Fig. 1: run 1, signal wires on met2
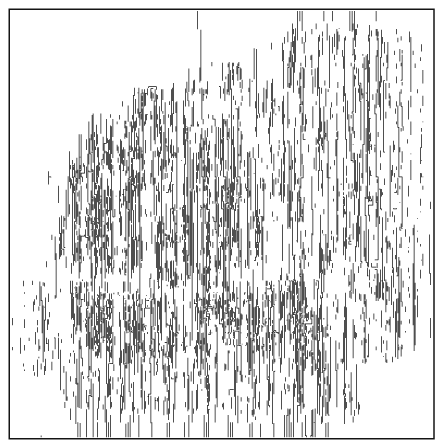
Fig. 2: run 1, cell classes on the final placement
Bar = 50 um. Fill, decap, tap and diode cells in gray.
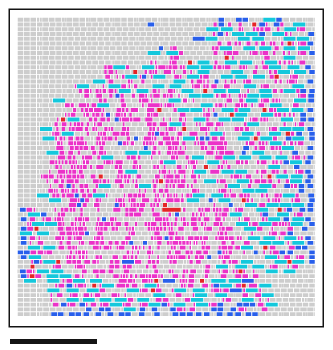
Fig. 3: run 1, selected gate families
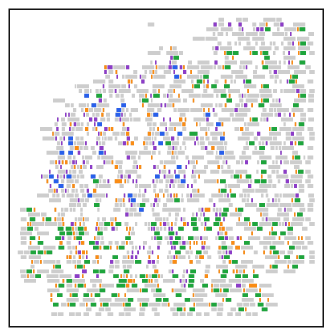
<file path="config.mk">
export PLATFORM = sky130hd
export DESIGN_NAME = note_div_scheduler_flat
export DESIGN_NICKNAME = d
export VERILOG_FILES = /design/src/rtl/note_div_scheduler_pkg.sv /design/src/rtl/note_div_scheduler_if.sv /design/src/rtl/note_div_scheduler_divider.sv /design/src/rtl/note_div_scheduler.sv /design/src/flat_wrapper.sv
export SDC_FILE = /design/constraint.sdc
export NUM_CORES = 1
export LEC_CHECK = 0
export ABC_AREA = 0
export CORE_AREA = 4 4 175 177
export CTS_BUF_LIST = sky130_fd_sc_hd__clkbuf_4
export CTS_CLUSTER_DIAMETER = 100
export CTS_CLUSTER_SIZE = 8
export DETAILED_ROUTE_END_ITERATION = 16
export DIE_AREA = 0 0 179 181
export GPL_ROUTABILITY_DRIVEN = 0
export HOLD_SLACK_MARGIN = 0.02
export SYNTH_ARGS = -nofsm -noshare
export SYNTH_HDL_FRONTEND = slang
export SYNTH_SLANG_ARGS = --single-unit
</file>
<file path="constraint.sdc">
create_clock -name clk -period 5.03 [get_ports clk]
set_clock_uncertainty 0.15 [all_clocks]
set_input_delay 1.509 -clock clk [delete_from_list [all_inputs] [get_ports clk]]
set_output_delay 1.509 -clock clk [all_outputs]
set_load 0.01 [all_outputs]
</file>
<file path="src/rtl/note_div_scheduler_pkg.sv">
// Shared constants, state encoding and helpers for the note divisor scheduler.
package note_div_scheduler_pkg;

    localparam int unsigned CLK_HZ  = 100_000_000;
    localparam int unsigned SILENCE = CLK_HZ;
    localparam int unsigned NUM_W   = 27;
    localparam int unsigned OUT_W   = 22;

    localparam logic [2:0] OCT_DOWN = 3'd1;
    localparam logic [2:0] OCT_UP   = 3'd3;

    typedef enum logic [1:0] {
        SAMPLE = 2'd0,
        DIV_L  = 2'd1,
        DIV_R  = 2'd2,
        COMMIT = 2'd3
    } sched_state_t;

    // Octave-shifted divisor, widened by one bit so that shifting up never truncates.
    function automatic logic [32:0] effDivisor(input logic [31:0] f, input logic [2:0] oct);
        logic [32:0] d;
        if (oct == OCT_DOWN) begin
            d = {1'b0, f >> 1};
        end else if (oct == OCT_UP) begin
            d = {f, 1'b0};
        end else begin
            d = {1'b0, f};
        end
        return d;
    endfunction

    // Silence forces a divisor of 1; quotients too large for note_gen saturate.
    function automatic logic [OUT_W-1:0] applyRules(input logic silent, input logic [NUM_W-1:0] q);
        logic [OUT_W-1:0] r;
        if (silent) begin
            r = OUT_W'(1);
        end else if (|q[NUM_W-1:OUT_W]) begin
            r = '1;
        end else begin
            r = q[OUT_W-1:0];
        end
        return r;
    endfunction

endpackage

</file>
<file path="src/rtl/note_div_scheduler_if.sv">
// Bundle between the frequency/octave sources and note_gen.
interface note_div_scheduler_if;
    import note_div_scheduler_pkg::*;

    logic [31:0]      freq_l;
    logic [31:0]      freq_r;
    logic [2:0]       octave;
    logic [OUT_W-1:0] note_div_l;
    logic [OUT_W-1:0] note_div_r;
    logic             div_valid;
    logic             update;
    logic             busy;

    modport master (
        output freq_l, freq_r, octave,
        input  note_div_l, note_div_r, div_valid, update, busy
    );

    modport slave (
        input  freq_l, freq_r, octave,
        output note_div_l, note_div_r, div_valid, update, busy
    );

endinterface

</file>
<file path="src/rtl/note_div_scheduler_divider.sv">
// Sequential restoring divider: one quotient bit per cycle, MSB first.
// A start pulse performs the first iteration on the fresh operands, so all
// NUM_W iterations fit in NUM_W cycles; done is high in the following cycle.
module seq_restoring_divider
    import note_div_scheduler_pkg::*;
(
    input  logic             clk,
    input  logic             rst,
    input  logic             i_start,
    input  logic [NUM_W-1:0] i_dividend,
    input  logic [32:0]      i_divisor,
    output logic             o_done,
    output logic [NUM_W-1:0] o_quotient
);

    localparam logic [4:0] CNT_LAST = 5'(NUM_W - 1);

    logic [33:0]      r_rem;
    logic [NUM_W-1:0] r_quo;
    logic [4:0]       r_cnt;
    logic             r_run;
    logic             r_done;

    logic [33:0]      w_remIn;
    logic [NUM_W-1:0] w_quoIn;
    logic [34:0]      w_remShift;
    logic [34:0]      w_divExt;
    logic             w_fits;
    logic [33:0]      w_remNext;
    logic [NUM_W-1:0] w_quoNext;

    // One restoring step: shift in the next dividend bit, subtract if it fits.
    always_comb begin
        w_remIn    = i_start ? '0 : r_rem;
        w_quoIn    = i_start ? i_dividend : r_quo;
        w_remShift = {w_remIn, w_quoIn[NUM_W-1]};
        w_divExt   = {2'b00, i_divisor};
        w_fits     = (w_remShift >= w_divExt);
        w_remNext  = w_fits ? 34'(w_remShift - w_divExt) : w_remShift[33:0];
        w_quoNext  = {w_quoIn[NUM_W-2:0], w_fits};
    end

    // Iteration registers and the fixed-length iteration count.
    always_ff @(posedge clk) begin
        if (rst) begin
            r_rem  <= '0;
            r_quo  <= '0;
            r_cnt  <= '0;
            r_run  <= 1'b0;
            r_done <= 1'b0;
        end else begin
            r_done <= 1'b0;
            if (i_start || r_run) begin
                r_rem <= w_remNext;
                r_quo <= w_quoNext;
                if (i_start) begin
                    r_cnt <= 5'd1;
                    r_run <= 1'b1;
                end else if (r_cnt == CNT_LAST) begin
                    r_cnt  <= '0;
                    r_run  <= 1'b0;
                    r_done <= 1'b1;
                end else begin
                    r_cnt <= r_cnt + 5'd1;
                end
            end
        end
    end

    assign o_done     = r_done;
    assign o_quotient = r_quo;

endmodule

</file>
<file path="src/rtl/note_div_scheduler.sv">
// Round-robin scheduler sharing one divider between the left and right channels.
// Each 56-cycle round snapshots the inputs, divides left then right, and
// commits both note divisors on the same edge.
module note_div_scheduler
    import note_div_scheduler_pkg::*;
(
    input  logic               clk,
    input  logic               rst,
    note_div_scheduler_if.slave bus
);

    localparam logic [4:0] ITER_LAST = 5'(NUM_W - 1);

    sched_state_t     r_state;
    sched_state_t     w_stateNext;
    logic [4:0]       r_iter;

    logic [31:0]      r_snapFreqL;
    logic [31:0]      r_snapFreqR;
    logic [2:0]       r_snapOct;
    logic [OUT_W-1:0] r_stageL;
    logic [OUT_W-1:0] r_noteDivL;
    logic [OUT_W-1:0] r_noteDivR;
    logic             r_divValid;

    logic [32:0]      w_divL;
    logic [32:0]      w_divR;
    logic             w_silentL;
    logic             w_silentR;
    logic [32:0]      w_divisor;
    logic             w_start;
    logic             w_done;
    logic [NUM_W-1:0] w_quotient;
    logic             w_update;
    logic             w_busy;

    assign w_divL    = effDivisor(r_snapFreqL, r_snapOct);
    assign w_divR    = effDivisor(r_snapFreqR, r_snapOct);
    assign w_silentL = (r_snapFreqL == 32'(SILENCE)) || (w_divL == '0);
    assign w_silentR = (r_snapFreqR == 32'(SILENCE)) || (w_divR == '0);
    assign w_divisor = (r_state == DIV_R) ? w_divR : w_divL;
    assign w_start   = ((r_state == DIV_L) || (r_state == DIV_R)) && (r_iter == '0);

    seq_restoring_divider u_divider (
        .clk        (clk),
        .rst        (rst),
        .i_start    (w_start),
        .i_dividend (NUM_W'(CLK_HZ)),
        .i_divisor  (w_divisor),
        .o_done     (w_done),
        .o_quotient (w_quotient)
    );

    // State register plus the cycle counter that times each division phase.
    always_ff @(posedge clk) begin
        if (rst) begin
            r_state <= SAMPLE;
            r_iter  <= '0;
        end else begin
            r_state <= w_stateNext;
            if (r_state != w_stateNext) begin
                r_iter <= '0;
            end else begin
                r_iter <= r_iter + 5'd1;
            end
        end
    end

    // Fixed schedule with no early exit, plus the state-decoded status outputs.
    always_comb begin
        w_stateNext = r_state;
        w_update    = 1'b0;
        w_busy      = 1'b1;
        case (r_state)
            SAMPLE: begin
                w_busy      = 1'b0;
                w_stateNext = DIV_L;
            end
            DIV_L: begin
                if (r_iter == ITER_LAST) begin
                    w_stateNext = DIV_R;
                end
            end
            DIV_R: begin
                if (r_iter == ITER_LAST) begin
                    w_stateNext = COMMIT;
                end
            end
            COMMIT: begin
                w_update    = 1'b1;
                w_stateNext = SAMPLE;
            end
            default: begin
                w_stateNext = SAMPLE;
            end
        endcase
    end

    // Input snapshot so both channels of a round use the same frequencies and octave.
    always_ff @(posedge clk) begin
        if (rst) begin
            r_snapFreqL <= '0;
            r_snapFreqR <= '0;
            r_snapOct   <= '0;
        end else if (r_state == SAMPLE) begin
            r_snapFreqL <= bus.freq_l;
            r_snapFreqR <= bus.freq_r;
            r_snapOct   <= bus.octave;
        end
    end

    // Hold the finished left result while the divider works on the right channel.
    always_ff @(posedge clk) begin
        if (rst) begin
            r_stageL <= '0;
        end else if ((r_state == DIV_R) && w_done) begin
            r_stageL <= applyRules(w_silentL, w_quotient);
        end
    end

    // Commit both channels together; reset takes priority over a pending commit.
    always_ff @(posedge clk) begin
        if (rst) begin
            r_noteDivL <= OUT_W'(1);
            r_noteDivR <= OUT_W'(1);
            r_divValid <= 1'b0;
        end else if (r_state == COMMIT) begin
            r_noteDivL <= r_stageL;
            r_noteDivR <= applyRules(w_silentR, w_quotient);
            r_divValid <= 1'b1;
        end
    end

    assign bus.note_div_l = r_noteDivL;
    assign bus.note_div_r = r_noteDivR;
    assign bus.div_valid  = r_divValid;
    assign bus.update     = w_update;
    assign bus.busy       = w_busy;

endmodule

</file>
<file path="src/flat_wrapper.sv">
// flat-port wrapper written by rule: the top's interface ports become plain ports
module note_div_scheduler_flat import note_div_scheduler_pkg::*;
  (clk, rst, bus_freq_l, bus_freq_r, bus_octave, bus_note_div_l, bus_note_div_r, bus_div_valid, bus_update, bus_busy);
  note_div_scheduler_if bus_i ();
  input  logic clk;
  input  logic rst;
  input wire logic [$bits(bus_i.freq_l)-1:0] bus_freq_l;
  input wire logic [$bits(bus_i.freq_r)-1:0] bus_freq_r;
  input wire logic [$bits(bus_i.octave)-1:0] bus_octave;
  output wire logic [$bits(bus_i.note_div_l)-1:0] bus_note_div_l;
  output wire logic [$bits(bus_i.note_div_r)-1:0] bus_note_div_r;
  output wire logic [$bits(bus_i.div_valid)-1:0] bus_div_valid;
  output wire logic [$bits(bus_i.update)-1:0] bus_update;
  output wire logic [$bits(bus_i.busy)-1:0] bus_busy;
  assign bus_i.freq_l = bus_freq_l;
  assign bus_i.freq_r = bus_freq_r;
  assign bus_i.octave = bus_octave;
  assign bus_note_div_l = bus_i.note_div_l;
  assign bus_note_div_r = bus_i.note_div_r;
  assign bus_div_valid = bus_i.div_valid;
  assign bus_update = bus_i.update;
  assign bus_busy = bus_i.busy;
  note_div_scheduler u_core (.clk(clk), .rst(rst), .bus(bus_i));
endmodule
</file>
==> CHANGELOG.md, run 1 <==
## Implementation

- Status: completed
- HP Class: flop to flop
- GR Overflow Total: 0
- Fraction of registers with async set/reset: 0%
- CTS Buffer Depth: 3
- Dpl ws: 0.243 ns
- Slowest stage cell, crit path: or4_1
- Core Region: 0.0292 mm2
- Final WS setup: 0.417 ns
- Chip width: 179 um
- Cells after Synth: 1,486
- Max Slew Vio Count: 0
- Final core utilization: 47.7%
- Maxcap violations: 0
- Vias in the first global route: slightly above 10k
- Post-synth regs: 209
- Post-synth EDFFs: 0
- Clock transition at path regs: between 0.1 and 0.15 ns
- CTS tree: done
- Setup violations, final: 0
- Crit. End Element: flop
- Worst Tran Pin Value: 1.02 ns
- Area grow syn2layout: 15.2%
- Syn Nets: 1,599
- Critical path data arrival time: ~5.1 ns
- Synthesized cell area: about 0.012 mm2
- DR pass1 iterations: 5
- Yosys cell count: about 1.5k
- Core Util at FP: 41.4%
- Unique masters post-synth: 67
- Fillcell total: 2,851
- Setup repair bufs after CTS: 0
- # clock sinks: 209
- Synthesis Warnings: 0
- Syn avg cell area: ~8 um2
- CTS H-tree lvls: 1
- Final hold vios: 0
- Period Utilization, post-route: 91.7%
- First-pass GRT wire length: 55,500 um
- Gr usage total: 20.8%
- CP Class: flop to flop
- CP cell instances: inv_1 > ha_2 > buf_4 > a211oi_1 > a21oi_1 > ha_1 > a21oi_1 > o21a_1 > or4_1 > a31oi_1 > a31oi_2 > a211oi_2 > or2_4 > buf_4 > mux2i_1 > o22ai_1
- Cell family with most CP delay: AND-OR/OR-AND gates
- Clock period minus worst slack: approximately 4.6 ns
-- Fig. 1 (at the start) --
The layer carries 14,900 um of wire. The wires run mostly vertical. The layer holds 43% of the routed length.
met2 usage in global routing: 31.1%
WL final: 34,900 um
via count: 10.9k

-- Fig. 2 (at the start) --
Blue marks other buffers and delay cells, cells 150, share of their area 11%. Magenta marks all other logic, cells 1,171, share of their area 56%. Cyan marks flip-flops, cells 209, share of their area 31%. Red marks clock drivers and dummy loads, cells 34, share of their area 2.1%.
Rows: 63
fin area: 0.0139 mm2

-- Fig. 3 (at the start) --
Blue marks XOR/XNOR gates, cells 34, most used xnor2_1. Orange marks NOR gates, cells 260, most used nor2_1, where all over the die. Purple marks NAND gates, cells 211, most used nand2_1. Green marks multiplexers, cells 184, most used mux2i_1, where all over the die.
post-route insts no fill: 1,955
logic share of the area: 53.2%

-- run 1: metal layers --
layer	vias to the layer above	track usage [%]	routed length, um
met5	-	0	0
met4	0	5.71	879
met3	63	3.68	2500
met2	378	31.1	14900
met1	5013	30.6	16600
li1	5446	-	-
-- run 1: synthesized netlist by cell type, types with 6 or more instances --
cell type  number  area share, %
a31oi_1        11           0.57
a21oi_1       147            6.1
nor3_1         19           0.79
o22ai_1        13           0.67
mux2i_1       178             15
dfxtp_1       209             35
xnor2_1        20            1.4
nand4_1        18           0.93
nand2_1       128            4.0
o32ai_1         8           0.58
o21ai_0        64            2.6
and2_1         25            1.3
o21bai_1       24            1.5
nand3_1        26            1.1
o21a_1          7           0.43
nor4_1         13           0.67
a311oi_1       14            1.0
inv_1          22           0.68
xor2_1         14            1.0
nand2b_1       35            1.8
buf_2          15           0.62
a211oi_1       29            1.8
clkbuf_1       73            2.3
nor2_1        211            6.5
o22a_1          6           0.43
buf_1          12           0.37
ha_1           43            4.4
a21o_1         14           0.87
nor2b_1        10           0.52
-- run 1: flip-flops by register name, summed over array words and instances (netlist names) --
| register | cells |
|---|---|
| u_core.u_divider.r_rem | 34 |
| u_core.r_snapFreqL | 32 |
| u_core.r_snapFreqR | 32 |
| u_core.u_divider.o_quotient | 27 |
| u_core.bus.note_div_l | 22 |
| u_core.bus.note_div_r | 22 |
| u_core.r_stageL | 22 |
| u_core.r_iter | 5 |
| u_core.u_divider.r_cnt | 5 |
| u_core.r_snapOct | 3 |
| u_core.r_state | 2 |
| u_core.bus.div_valid | 1 |
| u_core.u_divider.o_done | 1 |
| u_core.u_divider.r_run | 1 |
-- run 1: where the power goes --
group / internal, mW / switching, mW
logic: 0.931 / 1.27
registers: 1.80 / 0.132
clock network: 0.344 / 0.583
-- run 1: area by class of cell --
type | count | area [um2] | area share [%]
Inverter | 22 | 82.6 | 0.592
Antenna cell | 1 | 2.50 | 0.0180
Timing Repair Buffer | 150 | 1480 | 10.6
Tap cell | 390 | 488 | 3.50
Clock inverter | 2 | 38.8 | 0.278
Sequential cell | 209 | 4190 | 30.0
Multi-Input combinational cell | 1149 | 7420 | 53.2
Clock buffer | 32 | 240 | 1.72
-- run 1: metrics by stage --
stage | hold WS (ns) | std cells
floorplan | 0.280 | 1486
finish | 0.309 | 1955
global placement | 0.294 | 1919
detailed placement | 0.298 | 1919
CTS | 0.310 | 1953
global route | 0.332 | 1955
-- run 1: cell families (layout without fill, tap and decap cells) --
kind of cell,after synthesis,in the layout,synth area share (%)
and+or+nand+nor,521,521,19.8
buffers and inverters,128,206,4.44
AOI/OAI and AO/OA,366,366,18.7
adders and majority gates,44,44,4.61
DFF,209,209,34.6
other,0,1,0
muxes,184,184,15.4
xor gates and xnor gates,34,34,2.46
-- run 1: worst paths after layout --
| kind | end | cells past startpoint | from | slack (ns) |
|---|---|---|---|---|
| max | u_core.u_divider.r_rem[14] | 16 | u_core.r_state[0] | 0.42 |
| min | u_core.r_stageL[21] | 2 | u_core.r_stageL[21] | 0.31 |
| max reg2reg | u_core.u_divider.r_rem[14] | 16 | u_core.r_state[0] | 0.42 |
| min reg2reg | u_core.r_stageL[21] | 2 | u_core.r_stageL[21] | 0.31 |
Fig. 4: run 1, drive-strength map
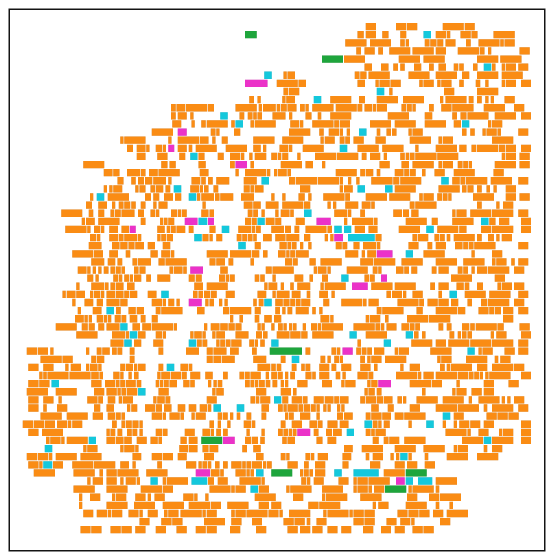

--- run 2 (diff from run 1) ---
Settings changed: CORE_AREA 4 4 175 177 to 4 4 161 163, DIE_AREA 0 0 179 181 to 0 0 165 167, PLACE_DENSITY set to 0.7.
Fig. 5: run 2, drive-strength map
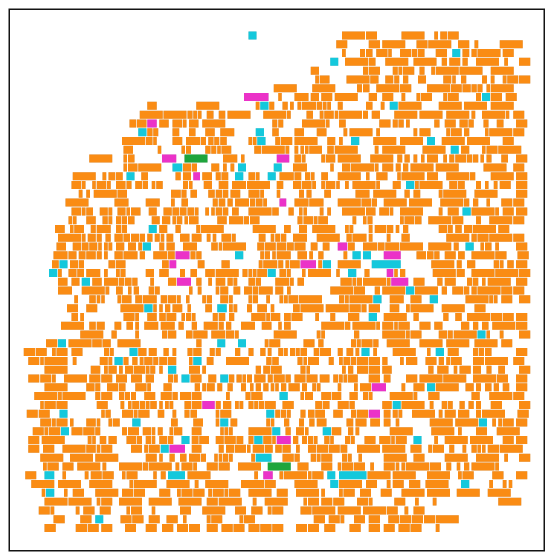
Magenta marks drive 2, cells 20, share 1.3%, most used or2_2. Cyan marks drive 3 to 4, cells 75, share 4.8%, most used buf_4. Orange marks drive 1 or less, cells 1,469, share 94%, most used nor2_1. Green marks drive 6 and up, cells 2, share 0.13%, most used buf_12.
Final WS setup: 0.517 ns
Non-clock buffers: 152
fin area: 0.0138 mm2
area grow syn2layout: 14.1%

==> run 2 against run 1 <==
First-iteration DRC count up 6.2%. Fmax up 2.2%. Hold slack better by 0.00074 ns. Combinational power about the same. Die size down 15%. Via count up 1.6%. Design area down 0.93%. Largest power group unchanged.
==> CHANGELOG.md, run 2 <==
## Implementation

- Max incr delay on CP: 0.72 ns (was 0.43 ns)
- HP Class: flop to flop (unchanged)
- Worst Tran Pin Value: 1.12 ns (was 1.02 ns)
- CP Max Fanout: 39 (was 27)
- Via count: 11.1k (was 10.9k)
- Top reg by flops: u_core.u_divider.r_rem (unchanged)
- Top flop regs: u_core.u_divider.r_rem: 34 flops, u_core.r_snapFreqL: 32 flops, u_core.r_snapFreqR: 32 flops (unchanged)
- Dpl ws: 0.330 ns (was 0.243 ns)
- Biggest area consumer among synthesized cells: dfxtp_1 (unchanged)
- I/O pins: 116 (unchanged)
- Crit. End Element: flop (unchanged)
- CTS H-tree lvls: 1 (unchanged)
- DR pass1 iterations: 6 (was 5)
- Antenna violations before repair: 1 (unchanged)
- Final hold vios: 0 (unchanged)
- Setup violations, final: 0 (unchanged)
- Rows: 57 (was 63)
- CP Class: flop to flop (unchanged)
- Syn avg cell area: 8.14 um2 (unchanged)
- Hold Crit Start: u_core.r_stageL[4] (was u_core.r_stageL[21])
- Max reg flops: 34 (unchanged)
- Yosys cell count: 1,486 (unchanged)
- Cells after Synth: 1,486 (unchanged)
- Core Region: 0.0243 mm2 (was 0.0292 mm2)
- Synthesis Warnings: 0 (unchanged)
- Core Util at FP: 49.8% (was 41.4%)
- CP cell instances: nor2b_4 > nor2_1 > a211oi_1 > a31oi_1 > ha_1 > nand4_1 > or4_1 > a31oi_1 > a31oi_2 > a211oi_2 > or2_4 > buf_4 > mux2i_1 > o22ai_1 (was inv_1 > ha_2 > buf_4 > a211oi_1 > a21oi_1 > ha_1 > a21oi_1 > o21a_1 > or4_1 > a31oi_1 > a31oi_2 > a211oi_2 > or2_4 > buf_4 > mux2i_1 > o22ai_1)
- Clock period minus worst slack: 4.51 ns (was 4.61 ns)
- Setup repair bufs after CTS: 0 (unchanged)
- R2r worst-path depth: 14 (was 16)
- Fmax: 0.222 GHz (was 0.217 GHz)
- Top cell excl fill/tap: nor2_1 (unchanged)
- Worst hold path depth: 2 (unchanged)
- GR Overflow Total: 0 (unchanged)
- Origin of the critical flop-to-flop path: u_core.r_snapOct[0] (was u_core.r_state[0])
- First-pass GRT wire length: 54,600 um (was 55,500 um)
- CTS Buffer Depth: 3 (unchanged)
- Critical path data arrival time: 4.93 ns (was 5.06 ns)
- Yosys chip area: 0.0121 mm2 (unchanged)
- CP Launch Type: flop (unchanged)
- WL final: 33,600 um (was 34,900 um)
- Synthesized cell area: 0.0121 mm2 (unchanged)
- Vias in the first global route: 10.5k (was 10.1k)
- Cell mode on critical path: a31oi_1
- Seq share, synth: 34.6% (unchanged)
- Top cell area share: 34.6% (unchanged)
- Cts hold-fix bufs: 0 (unchanged)
- Slowest stage cell, crit path: nor2b_4 (was or4_1)
- Period Utilization, post-route: 89.7% (was 91.7%)
- Die Ht: 167 um (was 181 um)
- Gr usage total: 23.9% (was 20.8%)
- Top Layout Cells: nor2_1, dfxtp_1, mux2i_1, a21oi_1, nand2_1 (unchanged)
- DR DRC count: 0 (unchanged)
- Wire per inst: 17.7 um (was 17.9 um)
- Clk_lat worst skew: 0.73 ns (was 0.71 ns)
- Final ANT Viol Nets: 0 (unchanged)
- Biggest area cells: dfxtp_1, mux2i_1, nor2_1 (unchanged)
- OpenROAD warnings: 33 (was 35)
- Unique masters post-synth: 67 (unchanged)
- Top cells by count: nor2_1, dfxtp_1, mux2i_1 (unchanged)
- Post-synth EDFFs: 0 (unchanged)
- Slew headroom: 25.3% (was 31.1%)
- Post-synth regs: 209 (unchanged)
- Max Slew Vio Count: 0 (unchanged)
- Nets: 1,677 (was 1,675)
- Status: completed (unchanged)
- Hold EP: u_core.r_stageL[4] (was u_core.r_stageL[21])
- Layout cells sized above 1: 6.19% (was 6.07%)
- Syn Nets: 1,599 (unchanged)
- Largest net degree at the start of global routing: 85 (was 109)
- Synth top cell by count: nor2_1 (unchanged)
- Fraction of registers with async set/reset: 0% (unchanged)
- CTS root buffer: clkbuf_4 (unchanged)
- CTS tree: done (unchanged)
- Maxcap violations: 0 (unchanged)
- Power Density: 362 mW/mm2 (was 363 mW/mm2)
- # clock sinks: 209 (unchanged)
- VDD IR max: 0.000270 V (was 0.000178 V)
- Post-DP HPWL: 24,200 um (was 24,900 um)
- Chip width: 165 um (was 179 um)
- Worst R2R End: u_core.u_divider.r_rem[17] (was u_core.u_divider.r_rem[14])
- Clock transition at path regs: 0.11 ns (about the same)
- R2R setup slack: 0.52 ns (was 0.42 ns)
==> run 2: cell counts after synthesis <==
Identical to the previous run, type by type.
==> run 2: worst max-delay path: cells and delay by family, from the launching register on <==
kind	cells	cell delay [ns]
muxes	1	0.19
adders and majority gates	1	0.44
buffers and inverters	1	0.21
AOI/OAI and AO/OA	6	1.11
and+or+nand+nor	5	1.86
DFF	1	0.39
==> run 2: how the worst max path moves through the flow <==
stage / depth (start not counted) / endpoint / startpoint
global route: 17 / u_core.u_divider.r_rem[22] / u_core.r_state[1]
detailed placement: 17 / u_core.u_divider.r_rem[14] / u_core.r_state[1]
global placement: 15 / u_core.u_divider.r_rem[14] / u_core.r_snapOct[1]
finish: 14 / u_core.u_divider.r_rem[17] / u_core.r_snapOct[0]
CTS: 17 / u_core.u_divider.r_rem[17] / u_core.r_state[1]
floorplan: 20 / u_core.u_divider.r_rem[5] / u_core.r_snapOct[1]
==> run 2: metrics by stage <==
stage               cells  power, mW  utilization [%]  hold WS [ns]
floorplan            1486       3.59                -         0.280
global placement     1856       4.09             55.7         0.292
detailed placement   1856       4.12             55.7         0.301
CTS                  1890       5.00             56.7         0.313
global route         1891       5.35             56.8         0.329
finish               1891       5.00             56.8         0.309
==> run 2: repair_timing <==
action	4_1_cts	5_1_grt
gates resized	0	2
setup endpoints to repair	0	29
hold endpoints to repair	0	0
==> run 2: cells by family after synthesis <==
family                   count (synthesis)  synth area share, %
flip-flops                             209                 34.6
AND/OR/NAND/NOR                        521                 19.8
AND-OR/OR-AND                          366                 18.7
adder cells (fa/ha/maj)                 44                 4.61
buffers and inverters                  128                 4.44
multiplexers                           184                 15.4
XOR/XNOR                                34                 2.46
==> run 2: layer usage <==
layer,global-route usage [%],wire (um),up-vias,part of all wire [%]
met5,0,0,-,0
met4,7.70,1000,0,3.0
met3,3.63,2170,66,6.5
met2,38.2,15200,354,45
met1,33.0,15200,5210,45
li1,-,-,5441,-
==> run 2: power breakdown <==
group	switching [mW]	total, mW	internal (mW)	leakage [nW]
Combinational	1.26	2.20	0.938	3.45
Clock	0.569	0.864	0.295	0.155
Sequential	0.132	1.93	1.80	1.71
==> run 2: layout make-up <==
cell class	count	area [um2]
fillers	2309	10500
multi-input cells	1149	7420
flip-flops and latches	209	4190
repair buffers	152	1450
well taps	324	405
clock buffers	32	240
inverters	22	82.6
clock inverters	2	17.5
diodes	1	2.50
Fig. 6: run 2, clock routing
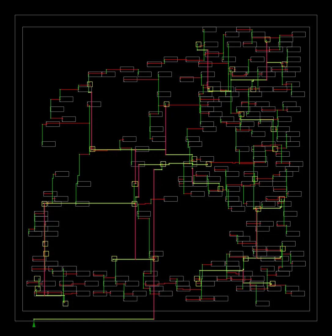

--- run 3 (diff from run 2) ---
Settings changed: CORE_AREA 4 4 161 163 to 3 3 160 162, DIE_AREA 0 0 165 167 to 0 0 163 165.
Fig. 7: run 3, clock routing
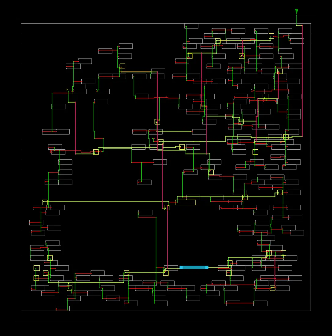
clk_lat worst skew: 0.74 ns
sequential cells: 209
CTS Buf Count: 30

==> run 3 against run 2 <==
Fmax fell by 3.5%. Register-to-register slack got worse by 0.16 ns. Design area fell by 0.27%. Power fell by 0.28%. Routed wire length fell by 0.71%. Critical path type unchanged. Largest power group unchanged. Highest routed layer is now met5.
==> CHANGELOG.md, run 3 <==
## Implementation

- Biggest area cells: dfxtp_1, mux2i_1, nor2_1 (unchanged)
- Crit. End Element: flop (unchanged)
- Unique masters post-synth: 67 (unchanged)
- Core Util at FP: 49.9% (was 49.8%)
- R2r worst-path depth: 16 (was 14)
- Synth top cell by count: nor2_1 (unchanged)
- Area grow syn2layout: 13.8% (was 14.1%)
- CP Launch Type: flop (unchanged)
- Nets: 1,668 (was 1,677)
- Cts hold-fix bufs: 0 (unchanged)
- R2R setup slack: 0.35 ns (was 0.52 ns)
- I/O pins: 116 (unchanged)
- Syn Nets: 1,599 (unchanged)
- Core Region: 0.0242 mm2 (was 0.0243 mm2)
- Power Density: 362 mW/mm2 (about the same)
- CTS H-tree lvls: 1 (unchanged)
- Top Layout Cells: nor2_1, dfxtp_1, mux2i_1, a21oi_1, nand2_1 (unchanged)
- Final ANT Viol Nets: 0 (unchanged)
- Status: completed (unchanged)
- Gr usage total: 24.2% (was 23.9%)
- VDD IR max: 0.000223 V (was 0.000270 V)
- Largest net degree at the start of global routing: 108 (was 85)
- Cells after Synth: 1,486 (unchanged)
- HP Class: flop to flop (unchanged)
- CTS Buffer Depth: 3 (unchanged)
- WL final: 33,300 um (was 33,600 um)
- Worst hold path depth: 2 (unchanged)
- Cell family with most CP delay: AND-OR/OR-AND gates (was simple AND/OR/NAND/NOR gates)
- Max incr delay on CP: 0.57 ns (was 0.72 ns)
- Top cell excl fill/tap: nor2_1 (unchanged)
- GR Overflow Total: 0 (unchanged)
- Vias in the first global route: 10.4k (was 10.5k)
- Top cell area share: 34.6% (unchanged)
- CP cell instances: nand2b_2 > buf_4 > nor2_1 > a21oi_1 > nor2_1 > a21oi_1 > ha_1 > nor2b_1 > o21ai_0 > a21oi_1 > o21ai_0 > nand2_1 > a31oi_1 > xnor2_1 > nand2_1 > a311oi_1 (was nor2b_4 > nor2_1 > a211oi_1 > a31oi_1 > ha_1 > nand4_1 > or4_1 > a31oi_1 > a31oi_2 > a211oi_2 > or2_4 > buf_4 > mux2i_1 > o22ai_1)
- Worst Tran Pin Value: 1.00 ns (was 1.12 ns)
- Slowest stage cell, crit path: o21ai_0 (was nor2b_4)
- # clock sinks: 209 (unchanged)
- Fraction of registers with async set/reset: 0% (unchanged)
## run 3: worst min path at each step
stage / end
6_report: u_core.r_stageL[15]
5_1_grt: u_core.r_stageL[19]
4_1_cts: u_core.r_stageL[13]
3_5_place_dp: u_core.r_stageL[13]
3_3_place_gp: u_core.r_stageL[7]
2_1_floorplan: u_core.r_iter[0]
## run 3: metal layers
layer  wire length [um]  GRT usage, %  vias to the layer above
met4               1210          8.77                        2
met2              14300          37.7                      458
met5                 13             0                        -
met1              15200          33.4                     5110
met3               2620          4.61                       77
li1                   -             -                     5429
## run 3: cell families (layout without fill, tap and decap cells)
group | Yosys count | in the layout | synth area share, %
flops | 209 | 209 | 34.6
mux | 184 | 184 | 15.4
buf+inv | 128 | 199 | 4.44
fa+ha+maj | 44 | 44 | 4.61
simple gates | 521 | 521 | 19.8
other cells | 0 | 4 | 0
compound gates | 366 | 366 | 18.7
xor+xnor | 34 | 34 | 2.46
## run 3: report_power, final
group          leakage (nW)  switching (mW)  total (mW)  internal (mW)
Sequential             1.71           0.137        1.94           1.80
Clock                 0.166           0.569       0.913          0.343
Combinational          3.40            1.24        2.13          0.894
## run 3: what timing repair did
item / in CTS / in global routing
buffers inserted: 0 / 0
setup endpoints to repair: 0 / 9
resized: 0 / 1
## run 3: layout make-up
class	instances	area (um2)	area share [%]
inverters	22	82.6	0.600
repair buffers	143	1390	10.1
clock buffers	32	240	1.74
multi-input cells	1149	7420	53.9
clock inverters	2	38.8	0.282
flip-flops and latches	209	4190	30.4
diodes	4	10.0	0.0727
well taps	324	405	2.94
## run 3: worst register-to-register path, delay by kind of cell, from the launching register on
family,cells,cell delay (ns)
AOI/OAI and AO/OA,7,2.02
buffers and inverters,1,0.36
xor gates and xnor gates,1,0.15
and+or+nand+nor,6,1.14
adders and majority gates,1,0.35
DFF,1,0.40
## run 3: per-stage QoR
step | hold WS, ns | area [um2] | total power [mW] | util [%] | cells
finish | 0.310 | 13800 | 4.98 | 56.8 | 1885
global route | 0.337 | 13800 | 5.31 | 56.8 | 1885
CTS | 0.312 | 13800 | 4.98 | 56.7 | 1881
detailed placement | 0.300 | 13500 | 4.05 | 55.6 | 1847
global placement | 0.295 | 13500 | 4.03 | 55.6 | 1847
floorplan | 0.280 | 12100 | 3.59 | - | 1486
Power and IR drop assume default switching activity.
